Run 1, clock nets:
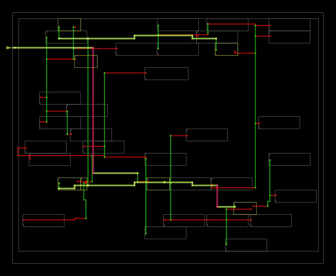
Run 1, sequential cells colored by netlist name:
Drawn at 6 px/um. Other sequential cells in the stronger gray, the rest of the logic in the fainter gray.
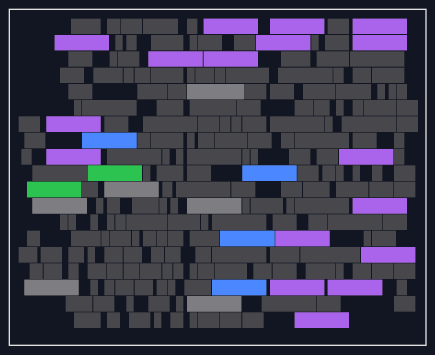
Run 1, cell sizes after repair:
Drawn at 6 px/um.
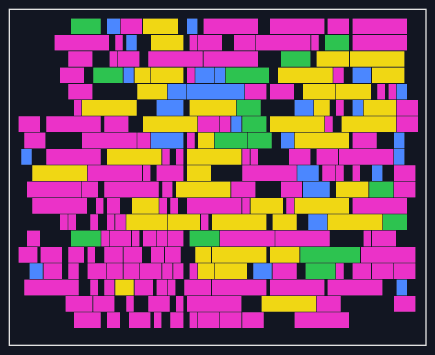
$ cat src/rtl/fme_pkg.sv
// Shared types and width helpers for the fractional-ME cost sequencer.
package fme_pkg;

  typedef enum logic [1:0] {
    IDLE = 2'd0,
    RUN  = 2'd1,
    CMP  = 2'd2,
    DONE = 2'd3
  } state_e;

  // Lambda-weighted cost headroom: DATAWIDTH plus 9 bits never overflows.
  function automatic int unsigned cost_w(input int unsigned dw);
    return dw + 9;
  endfunction

  function automatic int unsigned idx_w(input int unsigned n);
    return (n > 1) ? $clog2(n) : 1;
  endfunction

endpackage

$ cat src/rtl/fme_cost_sequencer_if.sv
// Handshake and result bundle between the SAD row pipeline, accumulator and sequencer.
interface fme_cost_sequencer_if #(
  parameter int unsigned DATAWIDTH = 8,
  parameter int unsigned NUM_CAND  = 9
) ();
  localparam int unsigned CW   = fme_pkg::cost_w(DATAWIDTH);
  localparam int unsigned IDXW = fme_pkg::idx_w(NUM_CAND);

  logic            start;
  logic            row_valid;
  logic            row_ready;
  logic [CW-1:0]   acc_out;
  logic            acc_enable;
  logic            acc_sel;
  logic            busy;
  logic            done;
  logic [CW-1:0]   best_cost;
  logic [IDXW-1:0] best_idx;

  modport master (
    output start, row_valid, acc_out,
    input  row_ready, acc_enable, acc_sel, busy, done, best_cost, best_idx
  );

  modport slave (
    input  start, row_valid, acc_out,
    output row_ready, acc_enable, acc_sel, busy, done, best_cost, best_idx
  );
endinterface

$ cat src/rtl/fme_cost_sequencer_tracker.sv
// Running-minimum register: first candidate loads unconditionally, later ones replace on strictly lower cost.
module cost_min_tracker #(
  parameter int unsigned CW   = 17,
  parameter int unsigned IDXW = 4
) (
  input  logic            clock,
  input  logic            reset,
  input  logic            load_i,
  input  logic            update_i,
  input  logic [CW-1:0]   cost_i,
  input  logic [IDXW-1:0] idx_i,
  output logic [CW-1:0]   best_cost_o,
  output logic [IDXW-1:0] best_idx_o
);
  logic [CW-1:0]   best_cost_q, best_cost_d;
  logic [IDXW-1:0] best_idx_q, best_idx_d;

  always_ff @(posedge clock or posedge reset) begin
    if (reset) begin
      best_cost_q <= '0;
      best_idx_q  <= '0;
    end else begin
      best_cost_q <= best_cost_d;
      best_idx_q  <= best_idx_d;
    end
  end

  // Strict less-than keeps the lower index on ties.
  always_comb begin
    best_cost_d = best_cost_q;
    best_idx_d  = best_idx_q;
    if (load_i) begin
      best_cost_d = cost_i;
      best_idx_d  = idx_i;
    end else if (update_i && (cost_i < best_cost_q)) begin
      best_cost_d = cost_i;
      best_idx_d  = idx_i;
    end
  end

  assign best_cost_o = best_cost_q;
  assign best_idx_o  = best_idx_q;
endmodule

$ cat src/rtl/fme_cost_sequencer.sv
// Steps the external cost accumulator through ROWS beats per candidate and tracks the cheapest of NUM_CAND.
module fme_cost_sequencer
  import fme_pkg::*;
#(
  parameter int unsigned DATAWIDTH = 8,
  parameter int unsigned ROWS      = 4,
  parameter int unsigned NUM_CAND  = 9
) (
  input logic                 clock,
  input logic                 reset,
  fme_cost_sequencer_if.slave bus
);
  localparam int unsigned CW   = cost_w(DATAWIDTH);
  localparam int unsigned IDXW = idx_w(NUM_CAND);
  localparam int unsigned ROWW = $clog2(ROWS);

  state_e          state_q, state_d;
  logic [ROWW-1:0] row_q, row_d;
  logic [IDXW-1:0] cand_q, cand_d;

  logic            row_ready;
  logic            acc_enable;
  logic            acc_sel;
  logic            load;
  logic            update;
  logic [CW-1:0]   best_cost;
  logic [IDXW-1:0] best_idx;

  always_ff @(posedge clock or posedge reset) begin
    if (reset) begin
      state_q <= IDLE;
      row_q   <= '0;
      cand_q  <= '0;
    end else begin
      state_q <= state_d;
      row_q   <= row_d;
      cand_q  <= cand_d;
    end
  end

  always_comb begin
    state_d    = state_q;
    row_d      = row_q;
    cand_d     = cand_q;
    row_ready  = 1'b0;
    acc_enable = 1'b0;
    acc_sel    = 1'b0;
    load       = 1'b0;
    update     = 1'b0;
    unique case (state_q)
      IDLE: begin
        if (bus.start) begin
          state_d = RUN;
          row_d   = '0;
          cand_d  = '0;
        end
      end
      RUN: begin
        row_ready = 1'b1;
        if (bus.row_valid) begin
          acc_enable = 1'b1;
          // First beat of a candidate reloads lambda; the rest accumulate.
          acc_sel    = (row_q != '0);
          if (row_q == ROWW'(ROWS - 1)) begin
            row_d   = '0;
            state_d = CMP;
          end else begin
            row_d = row_q + 1'b1;
          end
        end
      end
      CMP: begin
        load   = (cand_q == '0);
        update = (cand_q != '0);
        if (cand_q == IDXW'(NUM_CAND - 1)) begin
          state_d = DONE;
        end else begin
          cand_d  = cand_q + 1'b1;
          state_d = RUN;
        end
      end
      DONE: begin
        state_d = IDLE;
      end
      default: begin
        state_d = IDLE;
      end
    endcase
  end

  cost_min_tracker #(
    .CW   (CW),
    .IDXW (IDXW)
  ) u_tracker (
    .clock       (clock),
    .reset       (reset),
    .load_i      (load),
    .update_i    (update),
    .cost_i      (bus.acc_out),
    .idx_i       (cand_q),
    .best_cost_o (best_cost),
    .best_idx_o  (best_idx)
  );

  assign bus.row_ready  = row_ready;
  assign bus.acc_enable = acc_enable;
  assign bus.acc_sel    = acc_sel;
  assign bus.busy       = (state_q != IDLE);
  assign bus.done       = (state_q == DONE);
  assign bus.best_cost  = best_cost;
  assign bus.best_idx   = best_idx;
endmodule

$ cat src/flat_wrapper.sv
// flat-port wrapper written by rule: the top's interface ports become plain ports
module fme_cost_sequencer_flat import fme_pkg::*;
#(
  parameter int unsigned DATAWIDTH = 8,
  parameter int unsigned ROWS      = 4,
  parameter int unsigned NUM_CAND  = 9
)
  (clock, reset, bus_start, bus_row_valid, bus_acc_out, bus_row_ready, bus_acc_enable, bus_acc_sel, bus_busy, bus_done, bus_best_cost, bus_best_idx);
  fme_cost_sequencer_if #(.DATAWIDTH(DATAWIDTH), .NUM_CAND(NUM_CAND)) bus_i ();
  input logic clock;
  input logic reset;
  input wire logic [$bits(bus_i.start)-1:0] bus_start;
  input wire logic [$bits(bus_i.row_valid)-1:0] bus_row_valid;
  input wire logic [$bits(bus_i.acc_out)-1:0] bus_acc_out;
  output wire logic [$bits(bus_i.row_ready)-1:0] bus_row_ready;
  output wire logic [$bits(bus_i.acc_enable)-1:0] bus_acc_enable;
  output wire logic [$bits(bus_i.acc_sel)-1:0] bus_acc_sel;
  output wire logic [$bits(bus_i.busy)-1:0] bus_busy;
  output wire logic [$bits(bus_i.done)-1:0] bus_done;
  output wire logic [$bits(bus_i.best_cost)-1:0] bus_best_cost;
  output wire logic [$bits(bus_i.best_idx)-1:0] bus_best_idx;
  assign bus_i.start = bus_start;
  assign bus_i.row_valid = bus_row_valid;
  assign bus_i.acc_out = bus_acc_out;
  assign bus_row_ready = bus_i.row_ready;
  assign bus_acc_enable = bus_i.acc_enable;
  assign bus_acc_sel = bus_i.acc_sel;
  assign bus_busy = bus_i.busy;
  assign bus_done = bus_i.done;
  assign bus_best_cost = bus_i.best_cost;
  assign bus_best_idx = bus_i.best_idx;
  fme_cost_sequencer #(.DATAWIDTH(DATAWIDTH), .ROWS(ROWS), .NUM_CAND(NUM_CAND)) u_core (.clock(clock), .reset(reset), .bus(bus_i));
endmodule
$ cat config.mk
export PLATFORM = sky130hd
export DESIGN_NAME = fme_cost_sequencer_flat
export DESIGN_NICKNAME = d
export VERILOG_FILES = /design/src/rtl/fme_pkg.sv /design/src/rtl/fme_cost_sequencer_if.sv /design/src/rtl/fme_cost_sequencer_tracker.sv /design/src/rtl/fme_cost_sequencer.sv /design/src/flat_wrapper.sv
export SDC_FILE = /design/constraint.sdc
export NUM_CORES = 1
export LEC_CHECK = 0
export CORE_ASPECT_RATIO = 0.8
export CORE_UTILIZATION = 48
export DETAILED_ROUTE_END_ITERATION = 12
export PLACE_DENSITY = 0.85
export RECOVER_POWER = 100
export SETUP_SLACK_MARGIN = 0.4
export SLEW_MARGIN = 30
export SYNTH_ARGS = -nofsm -noshare
export SYNTH_HDL_FRONTEND = slang
export SYNTH_HIERARCHICAL = 1
export SYNTH_SLANG_ARGS = --single-unit
$ cat constraint.sdc
create_clock -name clock -period 2.7 [get_ports clock]
set_input_delay 0.81 -clock clock [delete_from_list [all_inputs] [get_ports clock]]
set_output_delay 0.81 -clock clock [all_outputs]
set_load 0.02 [all_outputs]
==> summary.txt, run 1 <==
This note records the results obtained with Yosys and OpenROAD.

Outcome
The flow ran to the end, and the final reports show no timing, DRC or antenna violations.

Synthesis
The synthesized netlist has a Yosys-reported chip area of 0.00173 sq mm. The cell area that synthesis handed to floorplanning was 0.00173 sq mm. The portion of synthesized area spent on multiplexers is 13.6%.

After technology mapping, the gate count stands at 161. Of the total synthesized cell area, the portion taken by AND-OR and OR-AND cells is 9.45%. sky130_fd_sc_hd__dfrtp_1 is the most common cell in the netlist. Yosys reports that the most numerous cell types are sky130_fd_sc_hd__dfrtp_1 (29), sky130_fd_sc_hd__inv_1 (23), sky130_fd_sc_hd__mux2_2 (21). Yosys reported that registers with async set or reset make up 100%.

Cells and area
The final report gives the standard cell area, fillers excluded, as 0.00271 sq mm. The count of cells in the finished layout, fillers not included, comes to 265. Non-clock buffers in the final layout number 58. The proportion of layout cells with a drive suffix above 1 is 36.8%. Looking at the area split, the leading class of cells is multi-input combinational cells.

The logic area is 0.00123 sq mm. Across the whole layout, multi-input logic makes up 45.4% of the cell area. The most frequent logic cell in the layout is sky130_fd_sc_hd__dfrtp_1.

Worst setup path
Along the critical path, the tally of buffer and inverter instances is 3. At the worst endpoint, the arrival time is 2590 ps. The critical register-to-register path endpoint is u_core/u_tracker/best_cost_o[0]. The highest net fanout along the worst path is 13. Looking at the reg2reg group, the worst path starts from u_core/state_q[1].

Grouping stages by cell kind, the critical path spends the most delay in buffers and inverters.

Timing
The count of final setup violators is 0. The final max-slew violation count recorded for this run is 0. The maximum frequency from static timing analysis is 413 MHz. In this run the tightest slew margin relative to its limit is 43.8%.

Global routing
The number of antenna violations at the first check in global routing is 0.

Die
The floorplan has 19 rows. The total area inside the core boundary comes to 0.00345 sq mm.

Detailed routing
In this run, the number of DRC markers left after iteration 0 of detailed routing was 29. The residual DRC count is 0. The post-detailed-routing wire length is 4.78 mm.

Power and ir drop
The switching portion of total power comes to 40.4%. The power per cell area is 974 mW/mm^2.

Clock tree
The longest clock path from root to sink contains 2 buffers.

Hold path
In the hold timing report, the worst path depth is 1. The launch point of the worst min-delay path is recorded as u_core/u_tracker/best_cost_o[12].

Job
The tally of max-capacitance violations is 0. Summing over the stages, the warning tally comes to 31.

Place
Buffers placed on the I/O ports in this run total 46.
Back to the opening pictures, 'clock nets':
layout clock buffer count: 7
total clock network power: 378 uW
count of flip-flops and latches: 29
Setup Skew: 12.5 ps
total clock sinks: 29

Back to the opening pictures, 'sequential cells colored by netlist name':
- u_core/u_tracker/best_idx_o: blue (flops 4)
- u_core/u_tracker/best_cost_o: purple (flops 17; where all over the die)
- u_core/state_q: green (flops 2)
- not colored: 6

Back to the opening pictures, 'cell sizes after repair':
- drive 6 and up: green (cells 15)
- drive 2: blue (cells 26)
- drive 3 to 4: yellow (cells 41)
- drive 1 or less: magenta (cells 141)

==> run 1: metrics by stage <==
stage / setup TNS [ps] / hold WS (ps)
final: 0 / 508
after global routing: 0 / 533
after CTS: 0 / 530
after detailed placement: -6890 / 501
after global placement: -5930 / 502
after floorplan: 0 / 500
==> run 1: per-layer routing <==
metal	wire length, um	vias up	GRT usage [%]
met2	2550	41	46.6
met3	214	8	9.24
met1	1940	682	30.5
li1	-	682	-
met4	78	0	12.0
met5	0	-	0
==> run 1: power by group through the flow <==
stage,Clock [mW],Combinational [mW],Sequential [mW]
after CTS,0.375,1.49,0.761
after floorplan,0,0.663,0.896
after global routing,0.406,1.61,0.779
after detailed placement,0,1.35,0.760
final,0.378,1.50,0.757
after global placement,0,1.29,0.742
==> run 2: changes to the inputs <==
Settings changed: SLEW_MARGIN 30 to not set.
Run 2, wire density map:
Drawn at 6 px/um. 14 x 11 tiles, from black (low) to pale yellow (high), scaled to the fullest tile. Values are wire area over tile area, all layers added.
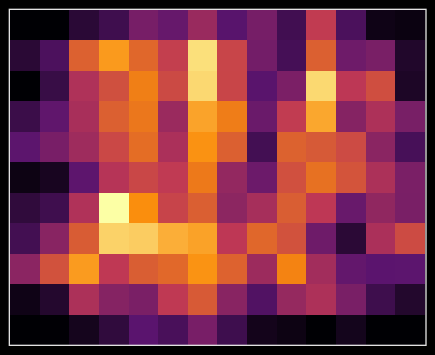
- mean over tiles: 0.19
- emptiest ninth of the die: bottom right
- tiles over half the peak: 38%
- fullest tile: 0.48
- densest ninth of the die: middle
- nearly empty tiles: 5.2%

==> run 2 against run 1 <==
Wire length unchanged. Largest cell class unchanged. Final cell count unchanged. Register-to-register slack about the same. Die size unchanged. Sequential share of layout area unchanged. Core utilization unchanged. Global-route usage unchanged. Highest routed layer unchanged. Critical path type unchanged. Synthesized cell count unchanged. Combinational power about the same. First-iteration DRC count unchanged. Non-clock buffer count unchanged.
==> summary.txt, run 2 <==
This note records the results obtained with Yosys and OpenROAD.

Outcome
The run finished with clean final reports.

Hold path
Looking at hold timing, the worst path starts from u_core/u_tracker/best_cost_o[12]. The number of cells on the worst hold path is listed as 1.

Job
The tally of max-capacitance violations is 0.

Power and ir drop
The power per cell area is 974 mW/mm^2.

Timing
The maximum frequency from static timing analysis is 413 MHz. The final setup TNS is 0 ps. The number of max-slew violations in the final report is 0. The post-route worst hold slack is 508 ps. The worst slew slack as a fraction of its limit is 43.8%.

Global routing
The number of antenna violations at the first check in global routing came to 0. For this run, global-route usage on met2 was measured as 46.6%. Looking at the global route congestion table, the highest-usage layer is met2.

Cells and area
Among all cell classes, the greatest summed area belongs to multi-input combinational cells. The flop count is 29. Of the cells placed in the final design, the portion with a size suffix greater than 1 is 36.8%. The most frequent logic cell in the layout is sky130_fd_sc_hd__dfrtp_1. The post-layout instance area is 0.00271 sq mm. The post-layout instance count excluding filler cells is 265. The total of plain and repair buffers excluding clock buffers is 58.

In the final layout, multi-input gates take up 45.4% of the cell area.

Worst setup path
The beginning of the worst register-to-register path is u_core/state_q[1]. The family with the most delay on the worst path is buffers and inverters. Max fanout on the critical path was recorded as 13. On the critical path the data arrives at 2590 ps.

Detailed routing
The detailed router's first-iteration violation count is 29. The routed design uses 214 um of met3 wire. Wires add up to 4.78 mm. Per the detail_route log, met2 wirelength is 2.55 mm.

The residual DRC count is 0. Signal routing reaches up to met4. The post-route report lists met1 wire length as 1.94 mm.

Synthesis
Summing all multiplexer cells gives an area fraction of 13.6%. Synthesis produced a netlist whose cell count is 161. The synthesized-area fraction occupied by ao, oa, aoi and oai cells is 9.45%. Post-synthesis, Yosys gives the total cell area as 0.00173 sq mm.

Place
The count of buffers added on input and output ports is 46.

Clock tree
The clock passes through at most 2 buffers.

Die
The number of top-level design ports is 47.
Run 2, clock nets:
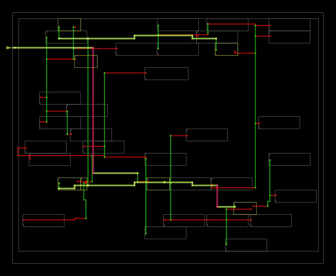
number of CTS-inserted buffers: 5
latest clock arrival within the worst-skew pair: 300 ps

run 2: cell counts after synthesis:
Identical to the previous run, type by type.
run 2: worst paths after layout:
path | end | slack, ps
worst min-delay path | u_core/u_tracker/best_cost_o[12] | 510
worst min register to register | u_core/u_tracker/best_cost_o[12] | 510
min in group asynchronous | u_core/cand_q[2] | 940
worst max-delay path | u_core/u_tracker/best_cost_o[0] | 280
worst max register to register | u_core/u_tracker/best_cost_o[0] | 280
max in group asynchronous | u_core/u_tracker/best_cost_o[16] | 1010
run 2: power breakdown:
part | internal (mW) | total (mW) | switching (mW)
clock | 0.202 | 0.378 | 0.176
sequential | 0.604 | 0.757 | 0.152
combinational | 0.763 | 1.50 | 0.738
total | 1.57 | 2.64 | 1.07
Power figures rest on the tool's default switching activity, not on a simulated workload.
